`config.mk`:
```
export PLATFORM = sky130hd
export DESIGN_NAME = sccb_responder
export DESIGN_NICKNAME = d
export VERILOG_FILES = /design/src/rtl/sccb_pkg.sv /design/src/rtl/sccb_line_sync.sv /design/src/rtl/sccb_responder.sv
export SDC_FILE = /design/constraint.sdc
export NUM_CORES = 1
export LEC_CHECK = 0
export CAP_MARGIN = 40
export CELL_PAD_IN_SITES_DETAIL_PLACEMENT = 1
export CELL_PAD_IN_SITES_GLOBAL_PLACEMENT = 1
export CORE_MARGIN = 2
export CORE_UTILIZATION = 41
export DETAILED_ROUTE_END_ITERATION = 10
export MAX_ROUTING_LAYER = met4
export PLACE_DENSITY_LB_ADDON = 0.05
export SLEW_MARGIN = 30
export SYNTH_ARGS = -nofsm -noshare
export SYNTH_HDL_FRONTEND = slang
export SYNTH_SLANG_ARGS = --single-unit
```
`constraint.sdc`:
```
create_clock -name clk_i -period 5.74 [get_ports clk_i]
set_clock_uncertainty 0.2 [all_clocks]
set_input_delay 1.148 -clock clk_i [delete_from_list [all_inputs] [get_ports clk_i]]
set_output_delay 1.148 -clock clk_i [all_outputs]
set_load 0.02 [all_outputs]
```
`src/rtl/sccb_pkg.sv`:
```
// Shared types and constants for the SCCB responder: FSM state encoding,
// R/W bit values and the byte length used by the bit counter.
package sccb_pkg;

  typedef enum logic [3:0] {
    ST_IDLE,
    ST_ID,
    ST_ID_ACK,
    ST_SUB,
    ST_SUB_ACK,
    ST_WDATA,
    ST_WDATA_ACK,
    ST_RDATA,
    ST_RD_NA,
    ST_IGNORE
  } sccb_rsp_state_t;

  localparam logic       SCCB_WR_BIT   = 1'b0;
  localparam logic       SCCB_RD_BIT   = 1'b1;
  localparam logic [3:0] SCCB_BYTE_LEN = 4'd8;

endpackage

```
`src/rtl/sccb_line_sync.sv`:
```
// Brings the asynchronous SIOC/SIOD lines into clk_i and derives the bus
// events (SIOC edges, START, STOP) from the synchronized values.
module sccb_line_sync #(
  parameter int SYNC_STAGES = 2
) (
  input  logic clk_i,
  input  logic rst_ni,
  input  logic sioc_i,
  input  logic siod_i,
  output logic sioc_rise_o,
  output logic sioc_fall_o,
  output logic start_det_o,
  output logic stop_det_o,
  output logic siod_s_o
);

  logic [SYNC_STAGES-1:0] r_sioc_sync;
  logic [SYNC_STAGES-1:0] r_siod_sync;
  logic                   r_sioc_d;
  logic                   r_siod_d;
  logic                   w_sioc_s;
  logic                   w_siod_s;

  // Both lines idle high, so resetting to 1 avoids a false edge at release.
  always_ff @(posedge clk_i or negedge rst_ni) begin
    if (!rst_ni) begin
      r_sioc_sync <= '1;
      r_siod_sync <= '1;
      r_sioc_d    <= 1'b1;
      r_siod_d    <= 1'b1;
    end else begin
      // NOTE: non-blocking assignments so every flop samples pre-edge values.
      r_sioc_sync <= {r_sioc_sync[SYNC_STAGES-2:0], sioc_i};
      r_siod_sync <= {r_siod_sync[SYNC_STAGES-2:0], siod_i};
      r_sioc_d    <= w_sioc_s;
      r_siod_d    <= w_siod_s;
    end
  end

  assign w_sioc_s    = r_sioc_sync[SYNC_STAGES-1];
  assign w_siod_s    = r_siod_sync[SYNC_STAGES-1];
  assign sioc_rise_o = w_sioc_s & ~r_sioc_d;
  assign sioc_fall_o = ~w_sioc_s & r_sioc_d;
  assign start_det_o = w_sioc_s & r_sioc_d & ~w_siod_s & r_siod_d;
  assign stop_det_o  = w_sioc_s & r_sioc_d & w_siod_s & ~r_siod_d;
  assign siod_s_o    = w_siod_s;

endmodule

```
`src/rtl/sccb_responder.sv`:
```
// SCCB target: decodes ID / sub-address / data phases from an SCCB master
// and maps them onto a simple register-file port with write/read strobes.
module sccb_responder
  import sccb_pkg::*;
#(
  parameter logic [7:0] DEV_ID      = 8'h42,
  parameter int         SYNC_STAGES = 2
) (
  input  logic       clk_i,
  input  logic       rst_ni,
  input  logic       sioc_i,
  input  logic       siod_i,
  output logic       siod_oe_o,
  output logic [7:0] reg_addr_o,
  output logic [7:0] reg_wdata_o,
  output logic       reg_we_o,
  output logic       reg_re_o,
  input  logic [7:0] reg_rdata_i,
  output logic       busy_o
);

  localparam logic [7:0] WR_ID = {DEV_ID[7:1], SCCB_WR_BIT};
  localparam logic [7:0] RD_ID = {DEV_ID[7:1], SCCB_RD_BIT};

  sccb_rsp_state_t r_state, w_state_nx;
  logic [3:0] r_cnt;
  logic [7:0] r_sh;
  logic [7:0] r_addr;
  logic [7:0] r_wdata;
  logic       r_oe, r_we, r_re, r_ld, r_ld_drive, r_wr_done;

  logic       w_sioc_rise, w_sioc_fall, w_start, w_stop, w_siod_s;
  logic       w_byte_done, w_ack_end;
  logic [7:0] w_byte;

  sccb_line_sync #(.SYNC_STAGES(SYNC_STAGES)) u_line_sync (
    .clk_i       (clk_i),
    .rst_ni      (rst_ni),
    .sioc_i      (sioc_i),
    .siod_i      (siod_i),
    .sioc_rise_o (w_sioc_rise),
    .sioc_fall_o (w_sioc_fall),
    .start_det_o (w_start),
    .stop_det_o  (w_stop),
    .siod_s_o    (w_siod_s)
  );

  assign w_byte      = {r_sh[6:0], w_siod_s};
  assign w_byte_done = w_sioc_rise && (r_cnt == SCCB_BYTE_LEN - 4'd1);
  // In an ACK state r_oe doubles as the phase marker: set on the first fall.
  assign w_ack_end   = w_sioc_fall && r_oe;

  always_ff @(posedge clk_i or negedge rst_ni) begin
    if (!rst_ni) r_state <= ST_IDLE;
    else         r_state <= w_state_nx;
  end

  always_comb begin
    // NOTE: default first so no path through this block infers a latch.
    w_state_nx = r_state;
    if (w_stop) begin
      w_state_nx = ST_IDLE;
    end else if (w_start) begin
      w_state_nx = ST_ID;
    end else begin
      case (r_state)
        ST_ID:        if (w_byte_done)
                        w_state_nx = (w_byte == WR_ID || w_byte == RD_ID) ? ST_ID_ACK : ST_IGNORE;
        ST_ID_ACK:    if (w_ack_end)
                        w_state_nx = (r_sh[0] == SCCB_RD_BIT) ? ST_RDATA : ST_SUB;
        ST_SUB:       if (w_byte_done) w_state_nx = ST_SUB_ACK;
        ST_SUB_ACK,
        ST_WDATA_ACK: if (w_ack_end)   w_state_nx = ST_WDATA;
        ST_WDATA:     if (w_byte_done) w_state_nx = ST_WDATA_ACK;
        ST_RDATA:     if (w_byte_done) w_state_nx = ST_RD_NA;
        ST_RD_NA:     if (w_sioc_rise) w_state_nx = w_siod_s ? ST_IGNORE : ST_RDATA;
        default:      w_state_nx = r_state;
      endcase
    end
  end

  always_ff @(posedge clk_i or negedge rst_ni) begin
    if (!rst_ni) begin
      r_cnt      <= 4'd0;
      r_sh       <= 8'h00;
      r_addr     <= 8'h00;
      r_wdata    <= 8'h00;
      r_oe       <= 1'b0;
      r_we       <= 1'b0;
      r_re       <= 1'b0;
      r_ld       <= 1'b0;
      r_ld_drive <= 1'b0;
      r_wr_done  <= 1'b0;
    end else begin
      r_we <= 1'b0;
      r_re <= 1'b0;
      r_ld <= r_re;
      if (w_stop || w_start) begin
        r_oe  <= 1'b0;
        r_cnt <= 4'd0;
        r_sh  <= 8'h00;
        r_ld  <= 1'b0;
      end else begin
        case (r_state)
          ST_ID, ST_SUB, ST_WDATA: begin
            if (w_sioc_rise) begin
              r_sh  <= w_byte;
              r_cnt <= w_byte_done ? 4'd0 : r_cnt + 4'd1;
              if (w_byte_done && r_state == ST_SUB) r_addr <= w_byte;
              // Pointer advances only when a further byte lands, so it names the last write.
              if (w_byte_done && r_state == ST_WDATA) begin
                r_wdata   <= w_byte;
                r_we      <= 1'b1;
                r_wr_done <= 1'b1;
                if (r_wr_done) r_addr <= r_addr + 8'd1;
              end
            end
          end
          ST_ID_ACK, ST_SUB_ACK, ST_WDATA_ACK: begin
            if (w_sioc_fall) begin
              r_oe <= ~r_oe;
              if (r_oe && r_state == ST_ID_ACK && r_sh[0] == SCCB_RD_BIT) begin
                r_re       <= 1'b1;
                r_ld_drive <= 1'b1;
              end
              if (r_oe && r_state == ST_SUB_ACK) r_wr_done <= 1'b0;
            end
          end
          ST_RDATA: begin
            if (r_ld) begin
              r_sh <= reg_rdata_i;
              if (r_ld_drive) r_oe <= ~reg_rdata_i[7];
            end else if (w_sioc_rise) begin
              r_cnt <= w_byte_done ? 4'd0 : r_cnt + 4'd1;
            end else if (w_sioc_fall) begin
              if (r_cnt == 4'd0) begin
                r_oe <= ~r_sh[7];
              end else begin
                r_sh <= {r_sh[6:0], 1'b0};
                r_oe <= ~r_sh[6];
              end
            end
          end
          ST_RD_NA: begin
            if (w_sioc_fall) begin
              r_oe <= 1'b0;
            end else if (w_sioc_rise && !w_siod_s) begin
              r_re       <= 1'b1;
              r_ld_drive <= 1'b0;
              r_addr     <= r_addr + 8'd1;
            end
          end
          default: r_oe <= 1'b0;
        endcase
      end
    end
  end

  assign siod_oe_o   = r_oe;
  assign reg_addr_o  = r_addr;
  assign reg_wdata_o = r_wdata;
  assign reg_we_o    = r_we;
  assign reg_re_o    = r_re;
  assign busy_o      = (r_state != ST_IDLE);

endmodule
```
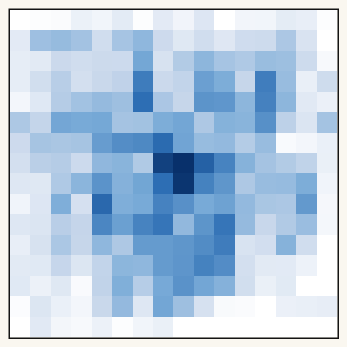
Fig. 1. Routed metal per tile.
Drawn at 4 px/um. 16 x 16 tiles, from white (low) to dark blue (high), scaled to the fullest tile. Values are wire area over tile area, all layers added.
21% of the tiles are over half the peak. 8.6% of the tiles are nearly empty. The mean over all tiles is 0.15.

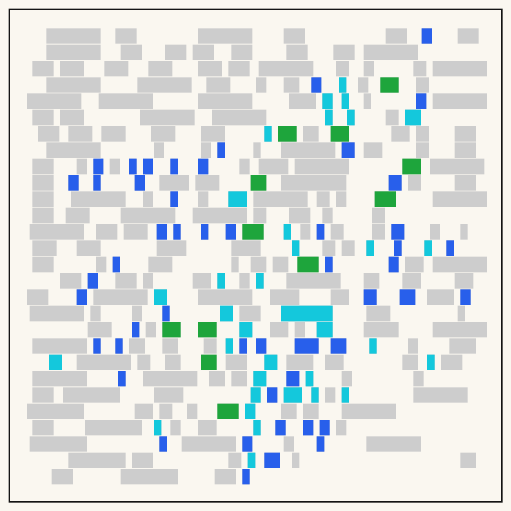
Fig. 2. Gate families picked out.
Drawn at 6 px/um.
Cyan is nor cells, cells 34. Blue is nand cells, cells 50. Green is non-inverting ao/oa cells, cells 12.

==> impl_metrics.toml <==
# physical design summary
[pwr]
p_sw_share_pct = 31.4
power-top-group = "registers"
p_total_w = 0.000827
powerDensity_nw_per_um2 = 280
p_comb_share_pct = 18.5

[route]
drc_errors = 0
vias_per_cell = 5.80
ant_nets = 0
firstDrtPassIters = 4
wl_met2_um = 3170

[clock_tree]
ctsLongestPathBuffers = 2
insertion_delay_ns = 0.30
cts.clk_slew.worst_paths_ns = 0.09
clock_sinks = 44

[finish]
seq_share_pct = 37.6
clkCellAreaFrac_pct = 4.11
sh_comb_area_pct = 43.4
layout.nonclk_buf_share_pct = 11.0
num-nonclk-inverters = 6

[synthesis]
avgSynthCellArea_um2 = 9.74
ys_area_um2 = 2480
ys_sh_adder_pct = 1.51

[floorplanning]
fp_util_pct = 42.2
io_pins = 32
rows = 28

[place]
place_hpwl_um = 4610
io_buffers = 31
dp_cells = 348

[worst_setup_path]
start_kind = "flop"
r2r_slack_ns = 3.01
cpMaxStageDelayCell = "dfrtp_1"

[sta]
rsz0062_at_grt = "false"
worst_slack_ns = 2.55
hold_viol_final = 0

[global_routing]
grt_util_met1_pct = 31.4
grt_pass1_vias = 2148
grt_use_met3_pct = 2.64
busiest_layer = "met2"

[status]
status = "complete, no violations"

[worst_hold_path]
worstHoldStart = "u_line_sync.r_siod_sync[0]$_DFF_PN1_"
Power and IR drop assume default switching activity.
